Figure 1. Clock distribution (run 1).
Bar = 50 um.
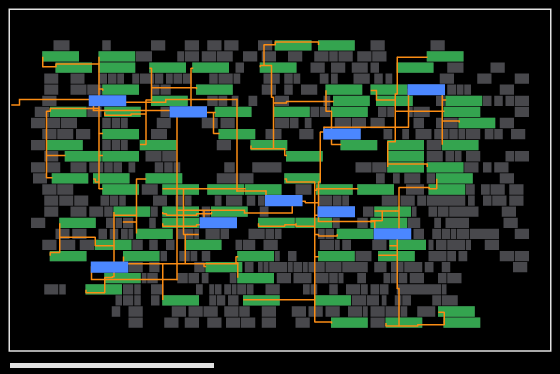
Figure 2. Logic cells by family (run 1).
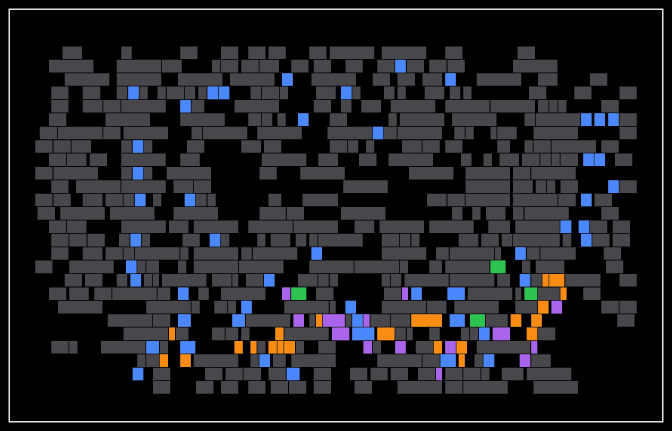
Figure 3. Sequential cells coloured by netlist name (run 1).
Bar = 50 um.
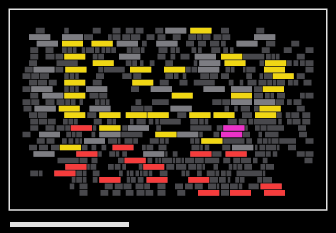
[config.mk]
export PLATFORM = sky130hd
export DESIGN_NAME = pipe_stage_reg
export DESIGN_NICKNAME = d
export VERILOG_FILES = /design/src/rtl/pipe_stage_reg.sv
export SDC_FILE = /design/constraint.sdc
export NUM_CORES = 1
export LEC_CHECK = 0
export CAP_MARGIN = 10
export CORE_ASPECT_RATIO = 0.6
export CORE_MARGIN = 5
export CORE_UTILIZATION = 46
export CTS_CLUSTER_DIAMETER = 80
export DETAILED_ROUTE_END_ITERATION = 10
export PLACE_DENSITY_LB_ADDON = 0.3
export REMOVE_ABC_BUFFERS = 1
export SKIP_LAST_GASP = 1
export SLEW_MARGIN = 30
export SYNTH_ARGS = -nofsm -noshare
export SYNTH_HDL_FRONTEND = slang
export SYNTH_SLANG_ARGS = --single-unit
export TNS_END_PERCENT = 50
[constraint.sdc]
create_clock -name clk -period 2.97 [get_ports clk]
set_input_delay 0.7425 -clock clk [delete_from_list [all_inputs] [get_ports clk]]
set_output_delay 0.7425 -clock clk [all_outputs]
set_load 0.02 [all_outputs]
[src/rtl/pipe_stage_reg.sv]
// pipe_stage_reg: elastic valid/ready pipeline register for inter-stage
// boundaries. A main register drives the output and a skid register absorbs
// one extra beat, so in_ready comes straight from a flop. Synchronous flush
// kills all held beats. While no beat is held, out_data shows NOP_PAYLOAD.
//
// Ports:
//   clk           in   rising-edge clock
//   reset         in   asynchronous active-high reset
//   flush         in   synchronous kill of all held beats
//   in_valid      in   upstream beat valid
//   in_data       in   upstream payload [DATA_W]
//   in_ready      out  stage can accept a beat (registered)
//   out_valid     out  stage presents a valid beat
//   out_data      out  presented payload, NOP_PAYLOAD when idle [DATA_W]
//   out_ready     in   downstream accepts the beat
//   occupancy     out  number of held beats, 0..2
//   stall_cnt     out  saturating count of stalled cycles [CNT_W]
//   stall_cnt_clr in   synchronous clear of stall_cnt
module pipe_stage_reg #(
    parameter int unsigned             DATA_W      = 32,
    parameter logic [DATA_W-1:0]       NOP_PAYLOAD = '0,
    parameter int unsigned             CNT_W       = 16
) (
    input  logic              clk,
    input  logic              reset,
    input  logic              flush,
    input  logic              in_valid,
    input  logic [DATA_W-1:0] in_data,
    output logic              in_ready,
    output logic              out_valid,
    output logic [DATA_W-1:0] out_data,
    input  logic              out_ready,
    output logic [1:0]        occupancy,
    output logic [CNT_W-1:0]  stall_cnt,
    input  logic              stall_cnt_clr
);

    // Encoding is {m_valid, s_valid}; the pair (0,1) has no state.
    typedef enum logic [1:0] {
        ST_EMPTY = 2'b00,
        ST_ONE   = 2'b10,
        ST_TWO   = 2'b11
    } state_e;

    state_e              state_q, state_d;
    logic [DATA_W-1:0]   m_data_q, m_data_d;
    logic [DATA_W-1:0]   s_data_q, s_data_d;
    logic [CNT_W-1:0]    stall_cnt_q, stall_cnt_d;

    logic m_valid, s_valid;
    logic accept, deliver;

    assign m_valid = state_q[1];
    assign s_valid = state_q[0];

    assign in_ready  = ~s_valid;
    assign out_valid = m_valid;
    assign out_data  = m_valid ? m_data_q : NOP_PAYLOAD;
    assign occupancy = {1'b0, m_valid} + {1'b0, s_valid};
    assign stall_cnt = stall_cnt_q;

    assign accept  = in_valid & in_ready;
    assign deliver = m_valid & out_ready;

    always_ff @(posedge clk or posedge reset) begin
        if (reset) begin
            state_q     <= ST_EMPTY;
            m_data_q    <= '0;
            s_data_q    <= '0;
            stall_cnt_q <= '0;
        end else begin
            state_q     <= state_d;
            m_data_q    <= m_data_d;
            s_data_q    <= s_data_d;
            stall_cnt_q <= stall_cnt_d;
        end
    end

    // Data registers only change on the listed transitions; a flush empties
    // the stage but leaves the payload registers untouched.
    always_comb begin
        state_d  = state_q;
        m_data_d = m_data_q;
        s_data_d = s_data_q;
        if (flush) begin
            state_d = ST_EMPTY;
        end else begin
            case (state_q)
                ST_EMPTY: begin
                    if (accept) begin
                        m_data_d = in_data;
                        state_d  = ST_ONE;
                    end
                end
                ST_ONE: begin
                    if (deliver && accept) begin
                        m_data_d = in_data;
                    end else if (deliver) begin
                        state_d = ST_EMPTY;
                    end else if (accept) begin
                        s_data_d = in_data;
                        state_d  = ST_TWO;
                    end
                end
                ST_TWO: begin
                    // in_ready is low here, so only the skid can refill main.
                    if (deliver) begin
                        m_data_d = s_data_q;
                        state_d  = ST_ONE;
                    end
                end
                default: state_d = ST_EMPTY;
            endcase
        end
    end

    always_comb begin
        stall_cnt_d = stall_cnt_q;
        if (stall_cnt_clr) begin
            stall_cnt_d = '0;
        end else if (m_valid && !out_ready && (stall_cnt_q != '1)) begin
            stall_cnt_d = stall_cnt_q + 1'b1;
        end
    end

endmodule

==> impl_metrics.ini, run 1 <==
; flow metrics
[outcome]
status = finished, final reports clean

[critical_path]
worstReg2RegStart = state_q[1]
start_kind = register

[pwr]
vdd_drop_max_uv = 448
p_per_area_nw_per_um2 = 882
sw_frac_of_total_pct = 34.6

[global_route]
top_usage_layer = met2

[floorplanning]
rows = 26

[min_path]
holdPathEnd = s_data_q[27]

[drt]
viasPerCell = 5.63

[synthesis]
numSynthFlops = 82
xor_share_pct = 0
ys_chip_area_sq_um = 4140

[timing]
hold_viol_final = 0
slew-limit-headroom_pct = 52.9
rsz0062_at_grt = false

[clock_tree]
tritoncts = done
cts.sink_count = 82

[final_layout]
logic_gates = 257
clock_cell_area_share_pct = 5.26
-- Figure 1 (at the start) --
[green] flip-flops | count: 82
[orange] clock wires | length: 1010 um
[blue] clock-net drivers | count: 9
routed clock nets: 10
flops lie: spread over the die
clock group share of total power: 22.4%
clk pwr: 1.08 mW

-- Figure 2 (at the start) --
[orange] nand cells | cells: 22
[purple] nor cells | cells: 14
[green] non-inverting ao/oa cells | cells: 4
[blue] and/or cells | cells: 50 | where: spread over the die
non-filler cells, final: 574
Commonest Layout Cell: clkdlybuf4s50_1
logic share of the area: 35.7%

-- Figure 3 (at the start) --
[red] stall_cnt | flops: 16
[magenta] state_q | flops: 2
[yellow] m_data_q | flops: 32
not coloured: 32
Power Sequential: 1.81 mW
Seq/total area: 37.5%
Seq. cell area: 2050 sq um

-- run 1: metrics by stage --
stage,area (sq um),hold WS (ns),TNS (ns),total power [mW],setup slack [ns]
3_5_place_dp,5180,0.493,0,3.77,0.373
4_1_cts,5470,0.506,0,4.87,0.0782
6_report,5470,0.505,0,4.82,0.119
3_3_place_gp,5180,0.486,0,3.68,0.459
5_1_grt,5470,0.511,0,5.11,0.0272
2_1_floorplan,4010,0.479,-45.92,2.92,-1.35
-- run 1: worst reg2reg max path: stages (launching register included) --
cell and delay, ns:
dfrtp_1 0.61, inv_1 0.18, ha_1 0.23, or2_2 0.31, a221oi_4 0.23, buf_12 0.30
a21oi_1 0.16, a31oi_1 0.17
Figure 4. Routing congestion map (run 1).
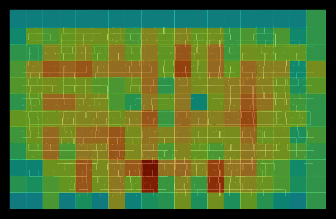

--- run 2 (diff from run 1) ---
Settings changed: CORE_UTILIZATION 46 to 48, CTS_BUF_LIST set to sky130_fd_sc_hd__clkbuf_8, SLEW_MARGIN 30 to 20.
Figure 5. Routing congestion map (run 2).
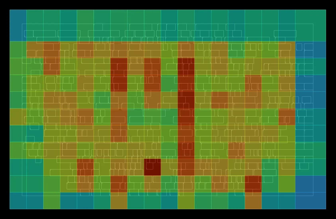
drt wl/cell: 17.5 um
final core utilization: 63.9%
Top Usage Layer GRT: met2

Figure 6. Placement by cell class (run 2).
Bar = 50 um.
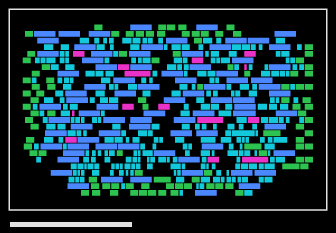
[blue] sequential cells | cells: 82 | share of their area: 39%
[green] remaining buffers and delay cells | cells: 98 | share of their area: 19%
[magenta] clock drivers and dummy loads | cells: 14 | share of their area: 4.2%
[cyan] remaining logic cells | cells: 265 | share of their area: 38%
Core Rows: 26
Seq/total area: 38.0%

==> run 2 against run 1 <==
  * Flip-flop count unchanged
  * Utilization increased by 0.75 points
  * Register-to-register slack gained 0.14 ns
  * Global-route usage grew 1.4 points
  * First-iteration DRC count increased by 67%
  * Synthesized cell count unchanged
  * Count of clock-buffer cells in the layout down 2
  * Critical endpoint unchanged
  * Via count rose by 1.5%
  * Clock skew barely moved
  * Sequential share of layout area rose by 0.44 points
  * Power fell by 3.1%
  * Die area down 3.8%
  * Largest power group unchanged
==> impl_metrics.ini, run 2 <==
; flow metrics
[outcome]
status = finished, final reports clean

[final_layout]
clock_cell_area_share_pct = 4.10
logic_gates = 257
lay_top_count = clkdlybuf4s50_1
fin_cells = 571
final_cell_area_sq_um = 5410

[timing]
hold_viol_final = 0
rsz0062_at_grt = false
setup_ws_ns = 0.269
holdWs_ns = 0.508
tns_ns = 0

[drt]
viasPerCell = 5.74

[pwr]
sw_frac_of_total_pct = 34.5
p_per_area_nw_per_um2 = 864
power.total_mw = 4.67

[place]
preCtsSetupSlack_ns = 0.425
placed_area_sq_um = 5180

[clock_tree]
cts.sink_count = 82
tritoncts = done

[synthesis]
ys_chip_area_sq_um = 4140
numSynthFlops = 82
Figure 7. Clock distribution (run 2).
Bar = 50 um.
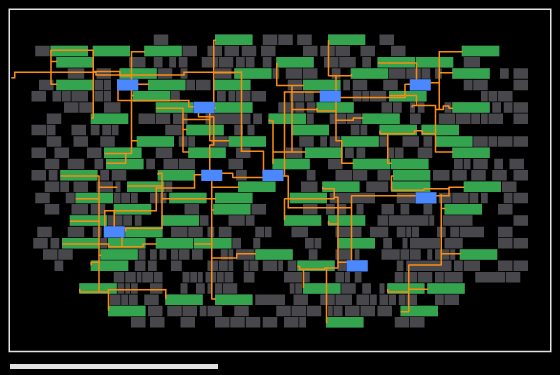
[orange] clock wires | length: 1050 um
[blue] clock-net drivers | count: 9
[green] flip-flops | count: 82
routed clock nets: 10
flops lie: spread over the die
worst skew pair latency: 0.35 ns
skew final: 0.00814 ns
clock group share of total power: 19.8%
clk pwr: 0.925 mW

[run 2: cell counts after synthesis]
Identical to the previous run, type by type.
[run 2: cells by family after synthesis]
logic type	after synthesis	share of synthesized area, %
buffers and inverters	35	3.75
and+or+nand+nor	86	13.4
DFF	82	49.6
muxes	68	17.5
adders and majority gates	6	1.81
AOI/OAI and AO/OA	97	13.9
[run 2: path summary, 6_finish.rpt]
kind                                 to  depth (start not counted)
max in group asynchronous    state_q[1]                          3
min in group asynchronous  s_data_q[21]                          2
setup / recovery           occupancy[0]                          3
hold reg to reg            s_data_q[28]                          1
setup reg to reg           m_data_q[10]                          6
hold / removal             s_data_q[28]                          1
[run 2: critical path, delay by kind of cell (launching register included)]
family,cells,cell delay (ns)
DFF,1,0.50
buffers and inverters,2,0.75
adders and majority gates,1,0.35
Power figures rest on the tool's default switching activity, not on a simulated workload.
